### config.mk
export PLATFORM = sky130hd
export DESIGN_NAME = tx_axis_arbiter
export DESIGN_NICKNAME = d
export VERILOG_FILES = /design/src/rtl/tx_arb_pkg.sv /design/src/rtl/tx_axis_arbiter_rr_pick.sv /design/src/rtl/tx_axis_arbiter.sv
export SDC_FILE = /design/constraint.sdc
export NUM_CORES = 1
export LEC_CHECK = 0
export ABC_AREA = 1
export CAP_MARGIN = 20
export CORE_AREA = 4 4 146 148
export DETAILED_ROUTE_END_ITERATION = 10
export DIE_AREA = 0 0 150 152
export PLACE_DENSITY_LB_ADDON = 0.08
export SLEW_MARGIN = 25
export SYNTH_ARGS = -nofsm -noshare
export SYNTH_HDL_FRONTEND = slang
export SYNTH_HIERARCHICAL = 1
export SYNTH_SLANG_ARGS = --single-unit
### constraint.sdc
create_clock -name i_clk -period 2 [get_ports i_clk]
set_clock_uncertainty 0.2 [all_clocks]
set_input_delay 0.4 -clock i_clk [delete_from_list [all_inputs] [get_ports i_clk]]
set_output_delay 0.4 -clock i_clk [all_outputs]
set_load 0.02 [all_outputs]
### src/rtl/tx_arb_pkg.sv
// ---------------------------------------------------------------------------
// tx_arb_pkg
// Shared types and constants for the TX AXI-Stream arbiter.
//   tx_arb_state_t : arbiter FSM state (ARB = choosing a source, FWD = frame
//                    in flight from the granted source)
//   AXIS_DATA_W    : MAC-side AXIS data width
//   AXIS_KEEP_W    : MAC-side AXIS keep width
// ---------------------------------------------------------------------------
package tx_arb_pkg;

  typedef enum logic {
    ARB = 1'b0,
    FWD = 1'b1
  } tx_arb_state_t;

  localparam int AXIS_DATA_W = 64;
  localparam int AXIS_KEEP_W = 8;

endpackage

### src/rtl/tx_axis_arbiter_rr_pick.sv
// ---------------------------------------------------------------------------
// rr_pick
// Combinational rotating-priority picker. Scans last+1, last+2, ... modulo N
// and returns the first requesting index.
//   N    : number of requesters (2..16, any value, not only powers of two)
//   req  : request vector, one bit per requester
//   last : index served most recently (lowest priority this round)
//   pick : chosen index (0 when nothing requests)
//   any  : at least one request bit is set
// ---------------------------------------------------------------------------
module rr_pick
  import tx_arb_pkg::*;
#(
  parameter  int N = 4,
  localparam int W = $clog2(N)
) (
  input  logic [N-1:0] req,
  input  logic [W-1:0] last,
  output logic [W-1:0] pick,
  output logic         any
);

  logic [W-1:0] idx;

  always_comb begin
    pick = '0;
    any  = 1'b0;
    idx  = last;
    for (int i = 0; i < N; i++) begin
      // Explicit wrap so non-power-of-two N never visits an unused index.
      if (idx == W'(N - 1)) begin
        idx = '0;
      end else begin
        idx = idx + W'(1);
      end
      if (!any && req[idx]) begin
        pick = idx;
        any  = 1'b1;
      end
    end
  end

endmodule

### src/rtl/tx_axis_arbiter.sv
// ---------------------------------------------------------------------------
// tx_axis_arbiter
// Frame-granular round-robin arbiter sharing the TX MAC AXI-Stream input
// among NUM_SRC sources. A grant is held for a whole frame; it ends on an
// accepted tlast beat, or when the granted source drops tvalid after at
// least one beat was accepted (abort).
//
// Ports:
//   i_clk, i_reset        : clock, synchronous active-high reset
//   s_axis_*              : per-source AXIS slaves, source k in slice k
//   m_axis_*              : AXIS master towards the MAC
//   i_src_enable          : per-source enable, sampled only while arbitrating
//   o_grant/o_grant_valid : granted source index and grant-active flag
//   o_abort               : one-cycle pulse after a mid-frame tvalid drop
//   o_frame_count         : (only with TX_ARB_STATS_EN) per-source 32-bit
//                           completed-frame counters, source k in [k*32+:32]
//
// Optional build macro: TX_ARB_STATS_EN adds the frame counters.
// ---------------------------------------------------------------------------
module tx_axis_arbiter
  import tx_arb_pkg::*;
#(
  parameter  int NUM_SRC = 4,
  localparam int GRANT_W = $clog2(NUM_SRC)
) (
  input  logic                           i_clk,
  input  logic                           i_reset,
  input  logic [NUM_SRC*AXIS_DATA_W-1:0] s_axis_tdata,
  input  logic [NUM_SRC*AXIS_KEEP_W-1:0] s_axis_tkeep,
  input  logic [NUM_SRC-1:0]             s_axis_tvalid,
  input  logic [NUM_SRC-1:0]             s_axis_tlast,
  output logic [NUM_SRC-1:0]             s_axis_tready,
  output logic [AXIS_DATA_W-1:0]         m_axis_tdata,
  output logic [AXIS_KEEP_W-1:0]         m_axis_tkeep,
  output logic                           m_axis_tvalid,
  output logic                           m_axis_tlast,
  input  logic                           m_axis_tready,
  input  logic [NUM_SRC-1:0]             i_src_enable,
  output logic [GRANT_W-1:0]             o_grant,
  output logic                           o_grant_valid,
  output logic                           o_abort
`ifdef TX_ARB_STATS_EN
  ,
  output logic [NUM_SRC*32-1:0]          o_frame_count
`endif
);

  tx_arb_state_t      state_reg;
  logic [GRANT_W-1:0] grant_reg;
  logic [GRANT_W-1:0] last_grant_reg;
  logic               grant_valid_reg;
  logic               abort_reg;
  logic               beat_seen_reg;

  logic [NUM_SRC-1:0] req;
  logic [GRANT_W-1:0] pick;
  logic               pick_any;
  logic               fwd;
  logic               accept;

  // Per-source views of the packed input buses.
  logic [AXIS_DATA_W-1:0] src_data [NUM_SRC];
  logic [AXIS_KEEP_W-1:0] src_keep [NUM_SRC];

  genvar gi;
  generate
    for (gi = 0; gi < NUM_SRC; gi++) begin : g_unpack
      assign src_data[gi] = s_axis_tdata[gi*AXIS_DATA_W +: AXIS_DATA_W];
      assign src_keep[gi] = s_axis_tkeep[gi*AXIS_KEEP_W +: AXIS_KEEP_W];
    end
  endgenerate

  assign req = s_axis_tvalid & i_src_enable;

  rr_pick #(
    .N (NUM_SRC)
  ) u_rr_pick (
    .req  (req),
    .last (last_grant_reg),
    .pick (pick),
    .any  (pick_any)
  );

  // Output mux: only live in FWD, everything reads zero while arbitrating.
  assign fwd           = (state_reg == FWD);
  assign m_axis_tdata  = fwd ? src_data[grant_reg] : '0;
  assign m_axis_tkeep  = fwd ? src_keep[grant_reg] : '0;
  assign m_axis_tvalid = fwd & s_axis_tvalid[grant_reg];
  assign m_axis_tlast  = fwd & s_axis_tlast[grant_reg];
  assign accept        = m_axis_tvalid & m_axis_tready;

  generate
    for (gi = 0; gi < NUM_SRC; gi++) begin : g_ready
      assign s_axis_tready[gi] = fwd && (grant_reg == GRANT_W'(gi)) && m_axis_tready;
    end
  endgenerate

  assign o_grant       = grant_reg;
  assign o_grant_valid = grant_valid_reg;
  assign o_abort       = abort_reg;

  always_ff @(posedge i_clk) begin
    if (i_reset) begin
      state_reg       <= ARB;
      grant_reg       <= '0;
      grant_valid_reg <= 1'b0;
      abort_reg       <= 1'b0;
      last_grant_reg  <= GRANT_W'(NUM_SRC - 1);
      beat_seen_reg   <= 1'b0;
    end else begin
      abort_reg <= 1'b0;
      case (state_reg)
        ARB: begin
          if (pick_any) begin
            grant_reg       <= pick;
            grant_valid_reg <= 1'b1;
            beat_seen_reg   <= 1'b0;
            state_reg       <= FWD;
          end
        end
        FWD: begin
          if (accept) begin
            beat_seen_reg <= 1'b1;
            if (m_axis_tlast) begin
              last_grant_reg  <= grant_reg;
              grant_valid_reg <= 1'b0;
              state_reg       <= ARB;
            end
          end else if (beat_seen_reg && !s_axis_tvalid[grant_reg]) begin
            // Source vanished mid-frame; the pulse lands together with the
            // return to ARB. A gap before the first beat is just a late start.
            abort_reg       <= 1'b1;
            last_grant_reg  <= grant_reg;
            grant_valid_reg <= 1'b0;
            state_reg       <= ARB;
          end
        end
        default: begin
          state_reg <= ARB;
        end
      endcase
    end
  end

`ifdef TX_ARB_STATS_EN
  generate
    for (gi = 0; gi < NUM_SRC; gi++) begin : g_stats
      logic [31:0] frame_cnt_reg;
      always_ff @(posedge i_clk) begin
        if (i_reset) begin
          frame_cnt_reg <= '0;
        end else if (accept && m_axis_tlast && (grant_reg == GRANT_W'(gi))) begin
          frame_cnt_reg <= frame_cnt_reg + 32'd1;
        end
      end
      assign o_frame_count[gi*32 +: 32] = frame_cnt_reg;
    end
  endgenerate
`endif

endmodule

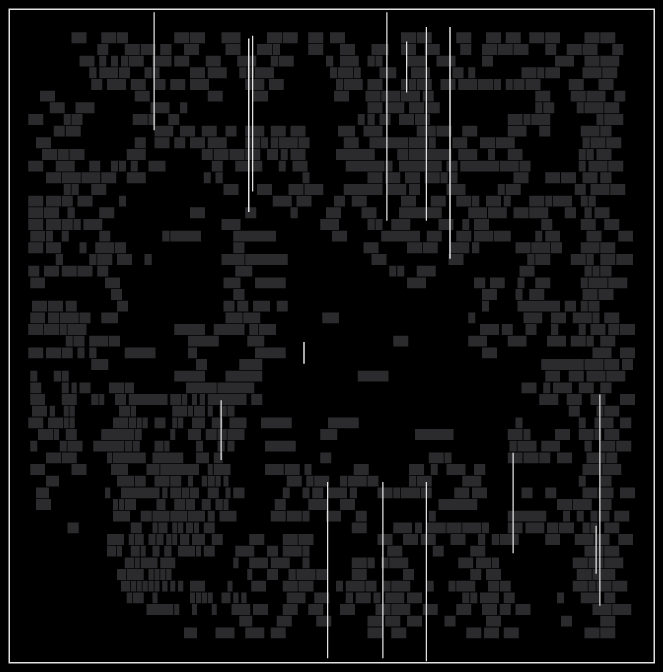
Figure 1: M4 wires.
wire length on this layer = 486 um
share of all routed wire = 1.9%
longest straight run = 53.7 um

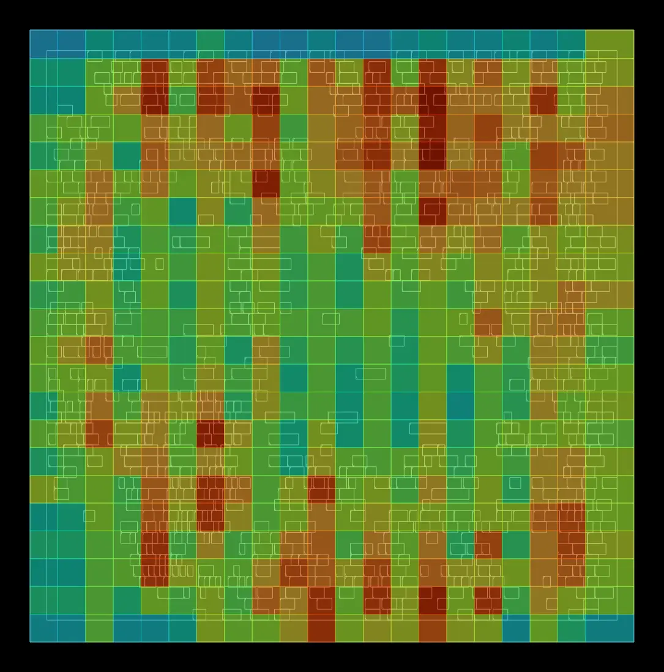
Figure 2: routing congestion map.
met2 usage in global routing: 0.3597
GR met1 Demand/Resource: 0.2263
Core Util, Final: 0.4220
global routing usage on met3: 0.04260

==> results_dict.tcl <==
# yosys + openroad results
set metrics [dict create \
    run_status "finished with violations" \
    violations "setup timing" \
    fp_nets 792 \
    cts_made_buffers 3 \
    highest_metal_layer_with_signal_wires "met5" \
    ys_sh_simple 0.4300 \
    well_tap_count 270 \
    nClkBuffers 4 \
    r2r_start "last_grant_reg[1]" \
    path_cells "inv_4 > nor2_4 > buf_6 > buf_12 > a22oi_2 > a31oi_2 > buf_4" \
    yosys-top-cells-area "nand3_1 28%, a22oi_1 19%, a31oi_1 16%" \
    fraction_of_area_in_registers 0.02012 \
    wirelength_met1_um 9692 \
    grt_first_pass_wirelength_um 34670 \
    timing.hold.worst_endpoint "beat_seen_reg" \
    slew_viol_final 0 \
    holdPathStages 2 \
    warning_count 28 \
    avgViaCountPerCell 4.876 \
    num-fill-cells 2080 \
    fin_crit_sh 1.085 \
    avgRoutedWirePerCell_um 22.14 \
    top_cell "nand3_1" \
    final_hold_viol_count 0 \
    power.share.sequential 0.032 \
    groute.usage.overall 0.1933 \
    hold_path.startpoint "beat_seen_reg" \
    postLayoutSetupSlackWorst_ns -0.1694 \
    sequential_cell_total 8 \
    place_area_um2 7604 \
    first_global_vias 5648 \
    grt_setup_unrepaired "yes" \
    route.met2.wl_um 13250 \
    resized_cells_post_cts 427 \
    clock_tree.root_cell "clkbuf_16" \
    cp_num_buf_inv 4 \
    count_of_different_cell_masters_after_synthesis 24 \
    post_synth.cell_area_avg_um2 5.766 \
    postSynth.topFlopCell "dfxtp_1" \
    die-area_um2 22800 \
    synth.cellmix.compoundShare 0.3699 \
    detailedPlacementHpwl_um 18300 \
    layout.non_clock_inverters 18 \
    clkSlewWorstSetupHoldPaths_ns 0.04 \
    mux_share 0 \
    top_area_frac 0.2846 \
    powerComb_uw 7720 \
    critical-path-max-stage-delay_ns 0.38 \
    edf_count 0 \
    design.final.nets 1194 \
    detailedRoute.firstPassIterationCount 4 \
    internal_power_uw 4079 \
    timing.reg2reg.setup_slack_ns 0.08 \
    cp.depth 7 \
    die_x_um 150 \
    fp-row-count 52 \
    clk_latency_worst_skew_pair_ns 0.23 \
    relSlewSlack 0.8161 \
    worstSetupEndpointType "output pin" \
    cts_post_setup_buffers_inserted 7 \
    ys_seq_elements 8 \
    clock.fmax_ghz 0.4610 \
    powerDensity_nw_per_um2 986.5 \
    antenna_left 0 \
    criticalPathCategory "reg -> out" \
    cpMaxStageDelayCell "dfxtp_4" \
    synth.comb.largest_family "simple AND/OR/NAND/NOR gates" \
    detailroute.wirelength.met3_um 2276 \
    switching_share 0.5110 \
    drtIter0Drc 266 \
    power.group.top "combinational logic" \
    final_layout_size_suffix_gt1_frac 0.3678 \
    clock_path_buffers 2 \
    lay_top_cells "297 x clkdlybuf4s50_1, 157 x nand3_1, 99 x buf_4" \
    p_clk_uw 349 \
    clk_share 0.009322 \
    yosysWarningCount 6 \
    post_synth_instance_area_um2 2814 \
    ios 385 \
    regArea_um2 170.2 \
    num-multi-input-gates 404 \
    synth_top_cell_by_area "nand3_1" \
    cp_data_arrival_time_ns 1.57 \
    finalNonFillerCells 1161 \
    nonClkBufAreaFrac 0.5558 \
    layout_min_cycle_time_ns 2.169 \
    deepest_level_of_the_cts_h_tree 1 \
    timing.critical_path.required_ns 1.40 \
    synth_cells 488 \
    leakage_power_uw 0.003053 \
    timing.hold.worst.class "reg -> reg" \
    core_region_area_um2 20040 \
    total_sequential_power_uw 268 \
    worstSetupStartpoint "o_grant[0]" \
    portBuffers 384 \
    antenna_cells 2 \
    setup-tns-final_ns -7.735 \
    peakVddDrop_uv 389.4 \
    grt_overflow_total 0 \
    cts_tree "yes" \
    timing.reg2reg.worst_path_depth 14 \
    post_synth_xor_area_fraction 0 \
    gp_congestion 0.8510 \
    max_cap_violations 0 \
    largest_cell_class "non-clock buffers" \
    fraction_of_the_core_area_occupied_by_cells_at_floorplan 0.1404 \
    critical_path.endpoint "m_axis_tkeep[3]" \
    drcViolationCount 0 \
    most_congested_layer_reported_by_global_routing "met2" \
    yosys.area_share.adder 0.004446 \
    yosys_area_um2 2814 \
    combAreaFraction 0.3652 \
    cell_total_in_the_yosys_stat_output 488 \
    pin_count_of_the_biggest_net_entering_global_routing 76 \
    switchingPower_uw 4262 \
    path_max_fanout 6 \
    nNonClkBuffers 455 \
    clock_share_of_power 0.042 \
    dp_cells 1127 \
    syn2layout_area_growth_pct 200.5 \
    y_dimension_of_the_die_um 152 \
    rr_endpoint "beat_seen_reg" \
    setup_viol_count_final 74 \
    async_flop_share 0 \
    crit_path_start_kind "register" \
    synth_seq_share 0.05691 \
    hold_buffers 0 \
    post-place-ws_ns -0.5507 \
    numClockSinks 8 \
    relative_contribution_of_combinational_cells_to_total_power 0.926 \
    final_area_um2 8456 \
    worst_pin_slew_ns 0.2759 \
    combGateArea_um2 3088 \
    fin_hold_ws_ns 0.2961 \
    grt_antenna_before_repair 3 \
    layout_top_cell "clkdlybuf4s50_1" \
    post-layout-total-power_uw 8341 \
    synth.cells.most_frequent "160 x nand3_1, 72 x a22oi_1, 72 x a31oi_1, 62 x nand2_1, 34 x buf_2" \
]
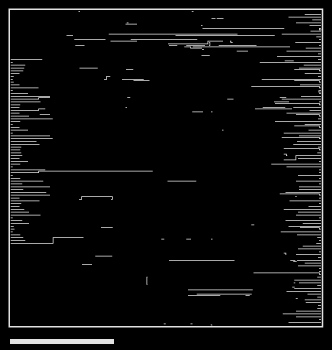
Figure 3: metal 3.
Bar = 50 um.
main direction = horizontal
longest straight run = 61.6 um
share of all routed wire = 8.9%
nets with wire on the layer = 221
wire length on this layer = 2280 um
total routed wirelength: 25710 um
via count: 5661

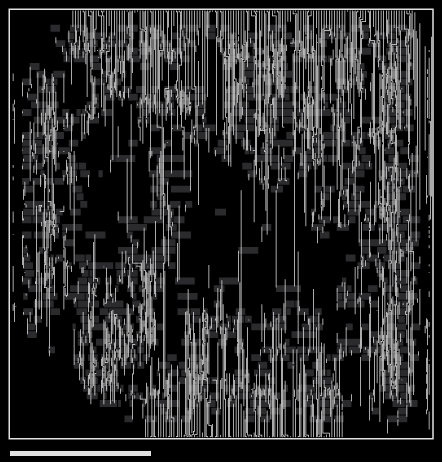
Figure 4: metal 2.
Bar = 50 um.
share of all routed wire = 52%
wire length on this layer = 13200 um

